[config.mk]
export PLATFORM = sky130hd
export DESIGN_NAME = sm1118_adc_sensor_scheduler
export DESIGN_NICKNAME = d
export VERILOG_FILES = /design/src/rtl/sm1118_adc_sensor_scheduler.sv
export SDC_FILE = /design/constraint.sdc
export NUM_CORES = 1
export LEC_CHECK = 0
export CORE_MARGIN = 5
export CORE_UTILIZATION = 57
export CTS_CLUSTER_DIAMETER = 80
export CTS_CLUSTER_SIZE = 8
export DETAILED_ROUTE_END_ITERATION = 7
export GPL_TIMING_DRIVEN = 0
export PLACE_DENSITY = 0.84
export SKIP_LAST_GASP = 1
export SLEW_MARGIN = 20
export SYNTH_ARGS = -nofsm -noshare
export SYNTH_HDL_FRONTEND = slang
export SYNTH_SLANG_ARGS = --single-unit
[constraint.sdc]
create_clock -name clk -period 6 [get_ports clk]
set_input_delay 0.9 -clock clk [delete_from_list [all_inputs] [get_ports clk]]
set_output_delay 0.9 -clock clk [all_outputs]
set_load 0.005 [all_outputs]
[src/rtl/sm1118_adc_sensor_scheduler.sv]
// rtl/sm1118_adc_sensor_scheduler.sv - round-robin ADC128S022 sequencer for the left/center/right line sensors
module sm1118_adc_sensor_scheduler #(
  parameter logic [2:0]  CH_LEFT    = 3'd5,
  parameter logic [2:0]  CH_CENTER  = 3'd6,
  parameter logic [2:0]  CH_RIGHT   = 3'd7,
  parameter int unsigned GAP_CYCLES = 4
) (
  input  logic        clk,
  input  logic        rst,
  input  logic        en,
  input  logic        adc_dout,
  output logic        adc_cs_n,
  output logic        adc_sclk,
  output logic        adc_din,
  output logic [11:0] left_value,
  output logic [11:0] center_value,
  output logic [11:0] right_value,
  output logic        sweep_valid
);

  typedef enum logic {
    ST_GAP   = 1'b0,
    ST_FRAME = 1'b1
  } state_t;

  localparam logic [1:0] SLOT_L = 2'd0;
  localparam logic [1:0] SLOT_C = 2'd1;
  localparam logic [1:0] SLOT_R = 2'd2;
  localparam logic [3:0] GAP_LAST = 4'(GAP_CYCLES - 1);

  state_t      state_q;
  logic [3:0]  gap_cnt_q;
  logic [4:0]  cyc_q;       // clk count inside the frame, 0..31
  logic [1:0]  slot_q;      // slot whose data the running frame returns
  logic        primed_q;
  logic [2:0]  addr_q;      // address shifted out during the running frame
  logic [11:0] shift_q;
  logic        cs_n_q;
  logic        sclk_q;
  logic        din_q;
  logic [11:0] left_q;
  logic [11:0] center_q;
  logic [11:0] right_q;
  logic        sweep_q;

  logic [1:0]  next_slot_d;
  logic [2:0]  frame_addr_d;
  logic [4:0]  cyc_d;
  logic        gap_done_d;

  // Channel wired to a slot.
  function automatic logic [2:0] slot_ch(input logic [1:0] s);
    case (s)
      SLOT_L:  return CH_LEFT;
      SLOT_C:  return CH_CENTER;
      default: return CH_RIGHT;
    endcase
  endfunction

  // DIN value for bit index b of a frame carrying address a (ADD[2:0] on bits 2..4).
  function automatic logic din_bit(input logic [3:0] b, input logic [2:0] a);
    case (b)
      4'd2:    return a[2];
      4'd3:    return a[1];
      4'd4:    return a[0];
      default: return 1'b0;
    endcase
  endfunction

  // Next slot, address for the upcoming frame (ADC answers one frame late) and frame clk counter.
  always_comb begin
    next_slot_d  = (slot_q == SLOT_R) ? SLOT_L : slot_q + 2'd1;
    frame_addr_d = primed_q ? slot_ch(next_slot_d) : CH_LEFT;
    cyc_d        = cyc_q + 5'd1;
  end

  assign gap_done_d = (gap_cnt_q == GAP_LAST);

  // Frame sequencer: gap timing, SCLK/DIN generation, DOUT capture and result registers.
  always_ff @(posedge clk or posedge rst) begin
    if (rst) begin
      state_q   <= ST_GAP;
      gap_cnt_q <= 4'd0;
      cyc_q     <= 5'd0;
      slot_q    <= SLOT_L;
      primed_q  <= 1'b0;
      addr_q    <= 3'd0;
      shift_q   <= 12'd0;
      cs_n_q    <= 1'b1;
      sclk_q    <= 1'b1;
      din_q     <= 1'b0;
      left_q    <= 12'd0;
      center_q  <= 12'd0;
      right_q   <= 12'd0;
      sweep_q   <= 1'b0;
    end else begin
      sweep_q <= 1'b0;
      case (state_q)
        ST_GAP: begin
          if (!gap_done_d) begin
            gap_cnt_q <= gap_cnt_q + 4'd1;
          end else if (en) begin
            // Frame edge 0: CS and SCLK fall together, DIN carries bit 0.
            state_q <= ST_FRAME;
            cyc_q   <= 5'd0;
            cs_n_q  <= 1'b0;
            sclk_q  <= 1'b0;
            din_q   <= din_bit(4'd0, frame_addr_d);
            addr_q  <= frame_addr_d;
          end
        end
        default: begin
          if (cyc_q == 5'd31) begin
            // Edge after bit 15 was sampled: close the frame and publish the word.
            state_q   <= ST_GAP;
            gap_cnt_q <= 4'd0;
            cs_n_q    <= 1'b1;
            sclk_q    <= 1'b1;
            din_q     <= 1'b0;
            primed_q  <= 1'b1;
            if (primed_q) begin
              case (slot_q)
                SLOT_L:  left_q   <= shift_q;
                SLOT_C:  center_q <= shift_q;
                default: begin
                  right_q <= shift_q;
                  sweep_q <= 1'b1;
                end
              endcase
              slot_q <= next_slot_d;
            end
          end else begin
            cyc_q <= cyc_d;
            if (!cyc_q[0]) begin
              // Odd edge: SCLK rises, sample DOUT; the first four bits are leading zeros.
              sclk_q <= 1'b1;
              if (cyc_q[4:1] >= 4'd4) begin
                shift_q <= {shift_q[10:0], adc_dout};
              end
            end else begin
              // Even edge: SCLK falls, present the next DIN bit.
              sclk_q <= 1'b0;
              din_q  <= din_bit(cyc_d[4:1], addr_q);
            end
          end
        end
      endcase
    end
  end

  assign adc_cs_n     = cs_n_q;
  assign adc_sclk     = sclk_q;
  assign adc_din      = din_q;
  assign left_value   = left_q;
  assign center_value = center_q;
  assign right_value  = right_q;
  assign sweep_valid  = sweep_q;

endmodule
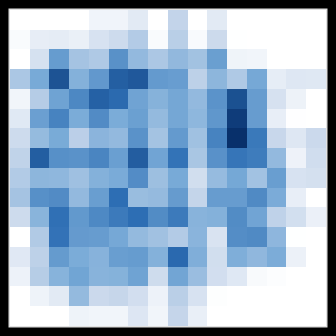
(images/metal_density.png)
The die is cut into 16 by 16 equal tiles; white is low, dark blue is high, scaled to the fullest tile. Values are wire area over tile area, all layers added.
The fullest tile reaches 0.41. 18% of the tiles are nearly empty. 31% of the tiles are over half the peak.

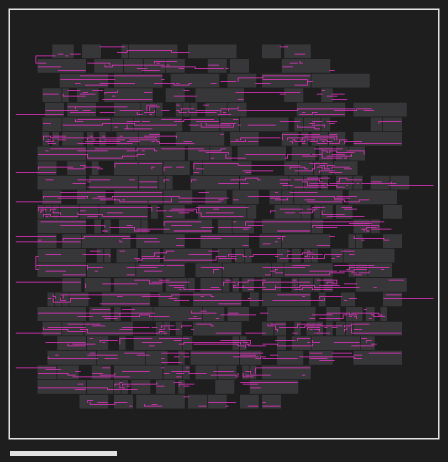
(images/layer_met1.png)
The bar under the picture is 20 um long.
The wires run mostly horizontal. The layer holds 43% of the routed length. The layer carries 2370 um of wire. 258 nets have wire on it.

==> run_results.csv <==
group,metric,value,unit
yosys,ys_cells,219,
clock_network,numClockSinks,68,
timing,final.setup.worst_slack,3.40,ns
hold_path,worstHoldStart,"addr_q[2]$_DFFE_PP0P_",
hold_path,whs_endpoint,"addr_q[2]$_DFFE_PP0P_",
run_status,status,"finished clean",
power_and_ir_drop,p_int,1.02,mW
power_and_ir_drop,top_power_group,"registers",
setup_path,cp_cell_sequence,"ha_1, and3_1, ha_1, nand2b_1, nor2_1, o21a_1, buf_2, mux2_2",
clock_network,insertion_delay,0.34,ns
yosys,top_cell,"dfrtp_1",
detailed_routing,dr_total_vias,1794,
die,die-height,79.8,um
finish,comb_area,0.00101,sq mm
detailed_routing,drt_first_pass_iters,4,
yosys,synth-main-ff-cell,"dfrtp_1",
setup_path,cp_num_cells,8,
finish,flop_area,0.00170,sq mm
global_routing,antenna_found_initial,0,
die,io_pins,44,
finish,fillers,324,
power_and_ir_drop,p_leak,1.69,nW
power_and_ir_drop,p_clk,351,uW
detailed_routing,drc,0,
timing,hold_viol,0,
global_routing,grtUsageMet1,25.1,%
place,dp_hpwl,3770,um
setup_path,cp_top_family,"simple AND/OR/NAND/NOR gates",
detailed_routing,wire_per_inst,15.8,um
detailed_routing,routed-wl-met3,286,um
finish,fin_cells,346,
timing,tns,0,ns
yosys,ys_area,0.00278,sq mm
detailed_routing,wl_met2,2710,um
detailed_routing,drt-vias-per-instance,5.18,
place,globalplace.congestion,0.890,
detailed_routing,wl_met1,2370,um
setup_path,crit_path_end_kind,"flop",
hold_path,hold_class,"reg -> reg",
timing,max_freq,0.385,GHz
setup_path,critPathBufInv,1,
timing,relSlewSlack,58.9,%
clock_network,cts_setup_buffers,0,
run,max_cap_viol_count,0,
yosys,ys_warn_count,0,
power_and_ir_drop,powerComb,405,uW
power_and_ir_drop,p_switching,439,uW
run,openroad.warnings,26,
detailed_routing,route.top_layer_used,"met4",
power_and_ir_drop,vdd_drop_max,0.236,mV
detailed_routing,drt.antenna.violating_nets,0,
clock_network,postCtsHoldBufs,0,
timing,post-route-min-period,2.60,ns
timing,finalClockPeriodUsage,43.3,%
finish,final_common_cell,"dfrtp_1",
clock_network,root_buffer,"clkbuf_8",
setup_path,cp_slowest_cell,"dfrtp_1",
global_routing,track_usage,20.3,%
yosys,area_leaders,"dfrtp_1, mux2_2, nand2_1, mux2_4, dfstp_2",
setup_path,r2r-end,"shift_q[10]$_DFFE_PP0P_",
place,dpl_cell_area,0.00332,sq mm
timing,worst_pin_slew,0.610,ns
die,design.core.area,0.00472,sq mm
power_and_ir_drop,power,1.46,mW
setup_path,cp_common_cell,"ha_1",
setup_path,crit_arrival,2.81,ns
timing,fin_hold_ws,0.479,ns
die,row_count,25,
finish,nets,281,
global_routing,grt_max_degree,54,
place,place_ws,3.42,ns
yosys,synth_nets,226,
yosys,edf_count,0,
die,fp.dieW,79.8,um
die,die_area,0.00637,sq mm
global_routing,use_met3,6.32,%
setup_path,critPathKind,"reg -> reg",
finish,num_antenna_cells,0,
yosys,async_flop_share,100,%
==> registers in the layout, summed over array words and instances (netlist names) <==
name          cells
cyc_q             5
addr_q            3
slot_q            2
primed_q          1
adc_cs_n          1
adc_sclk          1
adc_din           1
shift_q          12
left_value       12
right_value      12
state_q           1
gap_cnt_q         4
center_value     12
sweep_valid       1
==> final cells by class <==
cell class	instances	area share, %
sequential	68	48.7
multi-input combinational	139	28.9
timing repair buffer	44	13.1
clock buffer	13	3.97
tap	67	2.40
buffer	7	1.22
clock inverter	3	1.14
inverter	5	0.608
==> kinds of logic after synthesis <==
family                     Yosys count  share of synthesized area (%)
buffers and inverters               12                           2.21
and+or+nand+nor                     73                           12.2
DFF                                 68                           61.4
xor gates and xnor gates             2                          0.631
AOI/OAI and AO/OA                   23                           5.63
muxes                               38                           16.6
adders and majority gates            3                           1.35
Power and IR drop assume default switching activity.
